### config.mk
export PLATFORM = sky130hd
export DESIGN_NAME = wiener_block_stats_mc
export DESIGN_NICKNAME = d
export VERILOG_FILES = /design/src/rtl/wiener_pkg.sv /design/src/rtl/wiener_block_stats_mc_ch_accum.sv /design/src/rtl/wiener_block_stats_mc.sv
export SDC_FILE = /design/constraint.sdc
export NUM_CORES = 2
export LEC_CHECK = 0
export ABC_AREA = 1
export CAP_MARGIN = 20
export CORE_UTILIZATION = 25
export CTS_BUF_LIST = sky130_fd_sc_hd__clkbuf_8
export CTS_CLUSTER_DIAMETER = 60
export DETAILED_ROUTE_END_ITERATION = 8
export PLACE_DENSITY = 0.49
export SLEW_MARGIN = 15
export SYNTH_ARGS = -nofsm -noshare
export SYNTH_HDL_FRONTEND = slang
export SYNTH_SLANG_ARGS = --single-unit
### constraint.sdc
create_clock -name clk -period 4.9 [get_ports clk]
set_input_delay 0.49 -clock clk [delete_from_list [all_inputs] [get_ports clk]]
set_output_delay 0.49 -clock clk [all_outputs]
set_load 0.01 [all_outputs]
### src/rtl/wiener_pkg.sv
// Shared types and sizing helpers for the Wiener block statistics slice.
// The accumulator widths are chosen so a full block can never overflow.
package wiener_pkg;

    typedef logic [0:0] state_t;

    localparam state_t IDLE = 1'b0;
    localparam state_t RUN  = 1'b1;

    localparam int unsigned LOG2_SAMPLES_DEF = 32'd3;
    localparam int unsigned SAMPLES          = 32'd1 << LOG2_SAMPLES_DEF;

    function automatic int unsigned samples(input int unsigned log2_samples);
        return 32'd1 << log2_samples;
    endfunction

    function automatic int unsigned sum_width(input int unsigned dw, input int unsigned log2_samples);
        return dw + log2_samples;
    endfunction

    function automatic int unsigned sumsq_width(input int unsigned dw, input int unsigned log2_samples);
        return 32'd2 * dw + log2_samples;
    endfunction

endpackage

### src/rtl/wiener_block_stats_mc_ch_accum.sv
// One channel of block statistics: sum / sum-of-squares accumulation followed by
// a two-stage mean and variance pipeline whose results hold until the next block.
module wiener_ch_accum
    import wiener_pkg::*;
#(
    parameter int DATA_WIDTH   = 8,
    parameter int LOG2_SAMPLES = 3
) (
    input  logic                      clk,
    input  logic                      rst_n,
    input  logic                      clear_i,
    input  logic                      acc_i,
    input  logic                      close_i,
    input  logic [DATA_WIDTH-1:0]     sample_i,
    output logic [2*DATA_WIDTH-1:0]   mean_o,
    output logic [2*DATA_WIDTH-1:0]   var_o
);

    localparam int SW = sum_width(DATA_WIDTH, LOG2_SAMPLES);
    localparam int QW = sumsq_width(DATA_WIDTH, LOG2_SAMPLES);
    localparam int MW = 2 * DATA_WIDTH;

    logic [SW-1:0]         sum_q, sum_d;
    logic [QW-1:0]         sumsq_q, sumsq_d;
    logic [QW-1:0]         sq_s;
    logic                  close_q;
    logic                  s1_valid_q;
    logic [DATA_WIDTH-1:0] mean1_q, mean1_d;
    logic [MW-1:0]         msq_q, msq_d;
    logic [MW-1:0]         mean_sq_s;
    logic [MW-1:0]         mean_q, var_q, var_d;

    // Accumulator next state: the cycle after a block closes restarts from zero
    always_comb begin
        sq_s = QW'(sample_i) * QW'(sample_i);
        if (clear_i || close_q) begin
            sum_d   = '0;
            sumsq_d = '0;
        end else begin
            sum_d   = sum_q;
            sumsq_d = sumsq_q;
        end
        if (acc_i) begin
            sum_d   = sum_d + SW'(sample_i);
            sumsq_d = sumsq_d + sq_s;
        end else begin
            sum_d   = sum_d;
            sumsq_d = sumsq_d;
        end
    end

    // Stage 1 divides by the block size; stage 2 forms E[x^2] - E[x]^2, floored at zero
    always_comb begin
        mean1_d   = DATA_WIDTH'(sum_q >> LOG2_SAMPLES);
        msq_d     = MW'(sumsq_q >> LOG2_SAMPLES);
        mean_sq_s = MW'(mean1_q) * MW'(mean1_q);
        if (msq_q >= mean_sq_s) begin
            var_d = msq_q - mean_sq_s;
        end else begin
            var_d = '0;
        end
    end

    // Accumulator and pipeline registers
    always_ff @(posedge clk or negedge rst_n) begin
        if (!rst_n) begin
            sum_q      <= '0;
            sumsq_q    <= '0;
            close_q    <= 1'b0;
            s1_valid_q <= 1'b0;
            mean1_q    <= '0;
            msq_q      <= '0;
            mean_q     <= '0;
            var_q      <= '0;
        end else begin
            sum_q      <= sum_d;
            sumsq_q    <= sumsq_d;
            close_q    <= close_i;
            s1_valid_q <= close_q;
            if (close_q) begin
                mean1_q <= mean1_d;
                msq_q   <= msq_d;
            end
            if (s1_valid_q) begin
                mean_q <= MW'(mean1_q);
                var_q  <= var_d;
            end
        end
    end

    assign mean_o = mean_q;
    assign var_o  = var_q;

endmodule

### src/rtl/wiener_block_stats_mc.sv
// Multi-channel block statistics with ping-pong replay so each block's pixels
// leave the module starting in the same cycle as their own mean/variance.
module wiener_block_stats_mc
    import wiener_pkg::*;
#(
    parameter int DATA_WIDTH   = 8,
    parameter int NUM_CH       = 3,
    parameter int LOG2_SAMPLES = 3
) (
    input  logic                             clk,
    input  logic                             rst_n,
    input  logic                             start_of_frame,
    input  logic                             end_of_frame,
    input  logic                             data_valid,
    input  logic                             start_data,
    input  logic [NUM_CH*DATA_WIDTH-1:0]     data_in,
    input  logic [31:0]                      blocks_per_frame,
    output logic [NUM_CH*2*DATA_WIDTH-1:0]   mean_out,
    output logic [NUM_CH*2*DATA_WIDTH-1:0]   variance_out,
    output logic                             stats_valid,
    output logic [NUM_CH*DATA_WIDTH-1:0]     data_out,
    output logic                             data_out_valid,
    output logic                             frame_done,
    output logic                             block_error
);

    localparam int PW    = NUM_CH * DATA_WIDTH;
    localparam int MW    = 2 * DATA_WIDTH;
    localparam int L     = LOG2_SAMPLES;
    localparam int DEPTH = 2 * samples(LOG2_SAMPLES);
    localparam logic [L-1:0] CNT_ONE = L'(1);

    state_t          state_q, state_d;
    logic            stop_q, stop_d;
    logic [L-1:0]    sample_cnt_q, sample_cnt_d;
    logic [31:0]     block_cnt_q, block_cnt_d;
    logic            wr_bank_q, wr_bank_d;
    logic            block_error_q, block_error_d;
    logic            close_q, close_last_q, close_bank_q;
    logic            s1_valid_q, s1_last_q, s1_bank_q;
    logic            stats_valid_q, frame_done_q;
    logic            rd_active_q, rd_active_d;
    logic [L-1:0]    rd_cnt_q, rd_cnt_d;
    logic            rd_bank_q, rd_bank_d;
    logic [PW-1:0]   data_out_q;
    logic            data_out_valid_q;
    logic [PW-1:0]   mem_q [DEPTH];

    logic            running_s, accept_s, restart_s, close_s, last_s, clear_s, busy_s, rd_go_s;
    logic [L-1:0]    eff_cnt_s;
    logic [31:0]     blk_next_s;
    logic [L:0]      wr_addr_s, rd_addr_s;

    // Sample qualification: a start_data mid-block restarts at index 0
    always_comb begin
        running_s = (state_q == RUN) && !stop_q;
        accept_s  = data_valid && !end_of_frame && (start_of_frame || running_s);
        restart_s = accept_s && start_data && !start_of_frame && (sample_cnt_q != '0);
        if (start_of_frame || restart_s) begin
            eff_cnt_s = '0;
        end else begin
            eff_cnt_s = sample_cnt_q;
        end
        close_s = accept_s && (eff_cnt_s == '1);
        clear_s = start_of_frame || end_of_frame || restart_s;
        if (start_of_frame) begin
            blk_next_s = 32'd1;
        end else begin
            blk_next_s = block_cnt_q + 32'd1;
        end
        last_s    = close_s && (blocks_per_frame != 32'd0) && (blk_next_s == blocks_per_frame);
        wr_addr_s = {wr_bank_q, eff_cnt_s};
        busy_s    = close_q || s1_valid_q || rd_active_q;
    end

    // Counters, bank select, error flag and frame FSM
    always_comb begin
        if (accept_s) begin
            sample_cnt_d = eff_cnt_s + CNT_ONE;
        end else if (clear_s) begin
            sample_cnt_d = '0;
        end else begin
            sample_cnt_d = sample_cnt_q;
        end

        if (close_s) begin
            block_cnt_d = blk_next_s;
        end else if (start_of_frame) begin
            block_cnt_d = 32'd0;
        end else begin
            block_cnt_d = block_cnt_q;
        end

        if (close_s) begin
            wr_bank_d = ~wr_bank_q;
        end else begin
            wr_bank_d = wr_bank_q;
        end

        if (start_of_frame) begin
            block_error_d = 1'b0;
        end else if (restart_s) begin
            block_error_d = 1'b1;
        end else begin
            block_error_d = block_error_q;
        end

        // stop_q blocks new samples while RUN lingers for the replay to drain
        if (start_of_frame) begin
            state_d = RUN;
            stop_d  = last_s;
        end else begin
            case (state_q)
                RUN: begin
                    if (stop_q && !busy_s) begin
                        state_d = IDLE;
                        stop_d  = 1'b0;
                    end else begin
                        state_d = RUN;
                        stop_d  = stop_q || end_of_frame || last_s;
                    end
                end
                default: begin
                    state_d = IDLE;
                    stop_d  = 1'b0;
                end
            endcase
        end
    end

    // Replay sequencer: entry 0 is read as stage 1 completes so it lands with stats_valid
    always_comb begin
        rd_go_s = s1_valid_q || rd_active_q;
        if (s1_valid_q) begin
            rd_addr_s   = {s1_bank_q, {L{1'b0}}};
            rd_active_d = 1'b1;
            rd_cnt_d    = CNT_ONE;
            rd_bank_d   = s1_bank_q;
        end else if (rd_active_q) begin
            rd_addr_s   = {rd_bank_q, rd_cnt_q};
            rd_active_d = (rd_cnt_q != '1);
            rd_cnt_d    = rd_cnt_q + CNT_ONE;
            rd_bank_d   = rd_bank_q;
        end else begin
            rd_addr_s   = {rd_bank_q, rd_cnt_q};
            rd_active_d = 1'b0;
            rd_cnt_d    = '0;
            rd_bank_d   = rd_bank_q;
        end
    end

    // Control, pipeline tag and output registers
    always_ff @(posedge clk or negedge rst_n) begin
        if (!rst_n) begin
            state_q          <= IDLE;
            stop_q           <= 1'b0;
            sample_cnt_q     <= '0;
            block_cnt_q      <= 32'd0;
            wr_bank_q        <= 1'b0;
            block_error_q    <= 1'b0;
            close_q          <= 1'b0;
            close_last_q     <= 1'b0;
            close_bank_q     <= 1'b0;
            s1_valid_q       <= 1'b0;
            s1_last_q        <= 1'b0;
            s1_bank_q        <= 1'b0;
            stats_valid_q    <= 1'b0;
            frame_done_q     <= 1'b0;
            rd_active_q      <= 1'b0;
            rd_cnt_q         <= '0;
            rd_bank_q        <= 1'b0;
            data_out_q       <= '0;
            data_out_valid_q <= 1'b0;
        end else begin
            state_q          <= state_d;
            stop_q           <= stop_d;
            sample_cnt_q     <= sample_cnt_d;
            block_cnt_q      <= block_cnt_d;
            wr_bank_q        <= wr_bank_d;
            block_error_q    <= block_error_d;
            close_q          <= close_s;
            close_last_q     <= last_s;
            close_bank_q     <= wr_bank_q;
            s1_valid_q       <= close_q;
            s1_last_q        <= close_last_q;
            s1_bank_q        <= close_bank_q;
            stats_valid_q    <= s1_valid_q;
            frame_done_q     <= s1_valid_q && s1_last_q;
            rd_active_q      <= rd_active_d;
            rd_cnt_q         <= rd_cnt_d;
            rd_bank_q        <= rd_bank_d;
            data_out_valid_q <= rd_go_s;
            if (rd_go_s) begin
                data_out_q <= mem_q[rd_addr_s];
            end
        end
    end

    // Ping-pong replay RAM write port
    always_ff @(posedge clk) begin
        if (accept_s) begin
            mem_q[wr_addr_s] <= data_in;
        end
    end

    for (genvar c = 0; c < NUM_CH; c++) begin : g_ch
        wiener_ch_accum #(
            .DATA_WIDTH   (DATA_WIDTH),
            .LOG2_SAMPLES (LOG2_SAMPLES)
        ) u_accum (
            .clk      (clk),
            .rst_n    (rst_n),
            .clear_i  (clear_s),
            .acc_i    (accept_s),
            .close_i  (close_s),
            .sample_i (data_in[c*DATA_WIDTH +: DATA_WIDTH]),
            .mean_o   (mean_out[c*MW +: MW]),
            .var_o    (variance_out[c*MW +: MW])
        );
    end

    assign stats_valid    = stats_valid_q;
    assign frame_done     = frame_done_q;
    assign data_out       = data_out_q;
    assign data_out_valid = data_out_valid_q;
    assign block_error    = block_error_q;

endmodule

==> qor.yml <==
synthesis:
  ys_area_um2: 43600
  simple_gate_share_pct: 16.1
  ys_sh_aoi_pct: 10.3
clock_network:
  clock_latency_ns: 0.91
  htreeDepth: 4
status:
  failed_checks: "negative setup slack"
  status: "finished with violations"
layout:
  final_cell_mix: "nand2_1, inv_1, buf_4"
  diodes: 4
grt:
  grtUsageMet3_pct: 2.78
  grt_pass1_vias: 35500
final_timing:
  finalCriticalPeriod_ns: 5.29
  finalSetupTns_ns: -14.96
  holdWs_ns: 0.203
  final-setup-viol-count: 61
  finalMaxSlewViolations: 0
  post-route-worst-setup-slack_ns: -0.387
route:
  wl_met1_um: 57500
  antenna_left: 0
  wl_per_cell_um: 16.9
setup_path:
  cp-start-kind: "flip-flop"
  worstPathCellList: "buf_6 -> fa_1 -> fa_1 -> inv_2 -> fa_1 -> fa_1 -> inv_2 -> ha_4 -> a21oi_2 -> o21ai_2 -> nor2_4 -> xor2_2 -> ha_1 -> a21oi_1 -> o21ai_1 -> a21oi_2 -> o21ai_1 -> o21bai_1 -> nand2_1 -> nand2_2 -> clkbuf_16 -> o21ai_1"
  setup.worst_path.end_class: "flip-flop"
  worstPathRequired_ns: 5.65
  crit_type: "flip-flop to flip-flop"
die:
  dieArea_um2: 176000
power_and_ir_drop:
  switching_share_pct: 31.7
  pwr-share-seq_pct: 37.2
job:
  warnings: 49
placement:
  dpl_cell_area_um2: 51200
==> power by group through the flow <==
stage	logic, mW	registers (mW)	clock network [mW]
floorplan	2.26	6.55	0
global placement	3.96	6.58	0
detailed placement	4.00	6.58	0
CTS	4.31	6.46	6.24
global route	5.47	6.48	6.47
finish	4.90	6.46	6.02
==> path summary, 6_finish.rpt <==
check | from | end | slack, ns | cells past startpoint
setup / recovery | g_ch[0].u_accum.mean1_q[4] | g_ch[0].u_accum.var_o[0] | -0.39 | 22
hold / removal | rst_n | g_ch[2].u_accum.var_o[13] | 0.20 | 2
setup reg to reg | g_ch[0].u_accum.mean1_q[4] | g_ch[0].u_accum.var_o[0] | -0.39 | 22
hold reg to reg | close_bank_q | s1_bank_q | 0.35 | 0
max in group asynchronous | rst_n | g_ch[0].u_accum.sumsq_q[8] | 3.56 | 3
min in group clk | close_bank_q | s1_bank_q | 0.35 | 0
==> cells in the mapped netlist (all sizes together) <==
cell,number
a221oi,2
o22ai,54
nor3,25
dfrtp,311
a211oi,38
buf,70
and3,1
nor3b,3
clkbuf,141
and2,1
nor2,344
nand3b,5
or2,74
a311oi,34
a21boi,1
o221ai,2
mux2,13
xnor2,65
o211ai,14
conb,1
inv,727
fa,195
o31ai,38
o2111ai,3
xor2,91
a21oi,257
mux2i,3
ha,293
clkinv,1
a22oi,1
nand3,135
nand4,53
a31oi,12
a22o,1
nand2,1055
o21ai,315
edfxtp,384
a21o,14
o21bai,8
nor4,9
==> registers in the layout (all words and copies together) (netlist names), 3 cells and up <==
register	cells
g_ch.u_accum.mean_o	24
mem_q	384
g_ch.u_accum.sumsq_q	57
rd_cnt_q	3
sample_cnt_q	3
g_ch.u_accum.msq_q	48
block_cnt_q	32
g_ch.u_accum.var_o	48
g_ch.u_accum.sum_q	33
data_out	24
g_ch.u_accum.mean1_q	24
placement.png
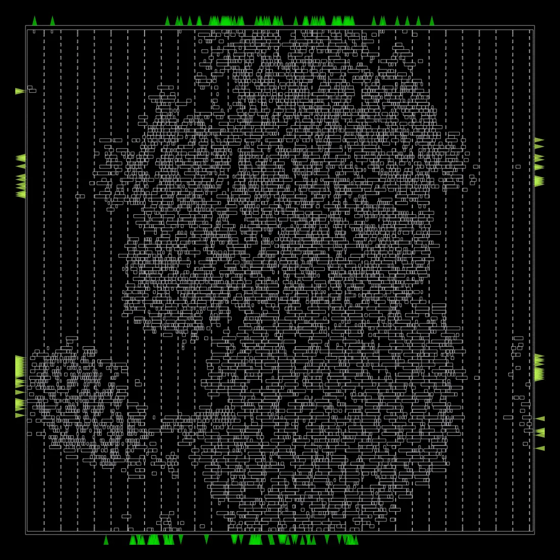
n_taps: 2,310
Post-Layout Cell Count: 7,833
FP Rows: 152

placement_by_type.png
(1 px per um)
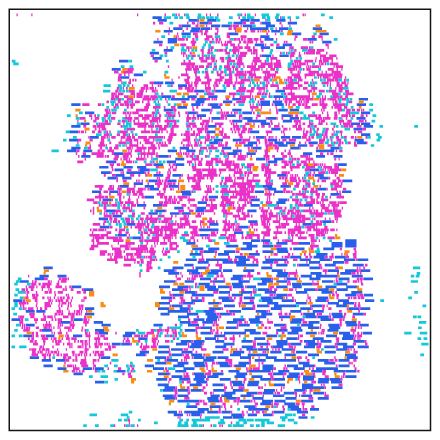
legend:
  cyan:
    class: remaining buffers and delay cells
    cells: 657
    share_of_their_area: 11%
  blue:
    class: sequential cells
    cells: 695
    share_of_their_area: 36%
  orange:
    class: clock drivers and dummy loads
    cells: 256
    share_of_their_area: 5.3%
  magenta:
    class: combinational and other logic
    cells: 3,911
    share_of_their_area: 47%
core area: 172,000 um^2
Final Util: 32.4%
Final Cell Area: 55,900 um^2
sequential cell area share: 34.6%

flops_by_reg.png
(1 px per um) Other sequential cells in the stronger gray, the rest of the logic in the fainter gray.
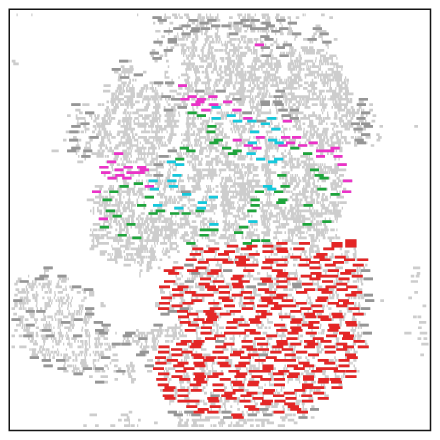
legend:
  red:
    name_in_the_netlist: mem_q
    placed_flops: 384
  green:
    name_in_the_netlist: g_ch.u_accum.sumsq_q
    placed_flops: 57
  cyan:
    name_in_the_netlist: g_ch.u_accum.sum_q
    placed_flops: 33
  magenta:
    name_in_the_netlist: g_ch.u_accum.msq_q
    placed_flops: 48
Seq group: 6.46 mW
register area: 19,300 um^2

io_fan.png
(1 px per um)
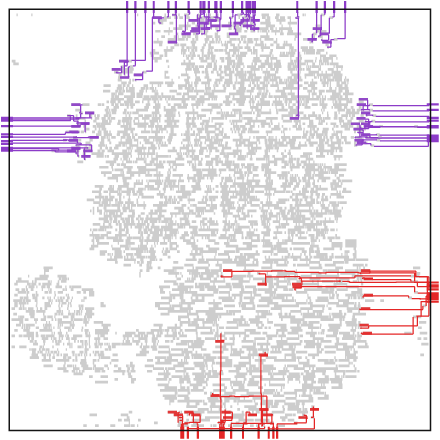
legend:
  purple:
    port: variance_out
    bits: 48
    direction: output
    edge: 26 north, 11 east, 11 west
    end_cells: 48
    buffers: 48
    wire: 2,750 um
  red:
    port: data_out
    bits: 24
    direction: output
    edge: 14 south, 10 east
    end_cells: 24
    buffers: 24
    wire: 1,970 um
IO Count: 186
Port Buffers: 161

Power is estimated from default activity; no workload was simulated.
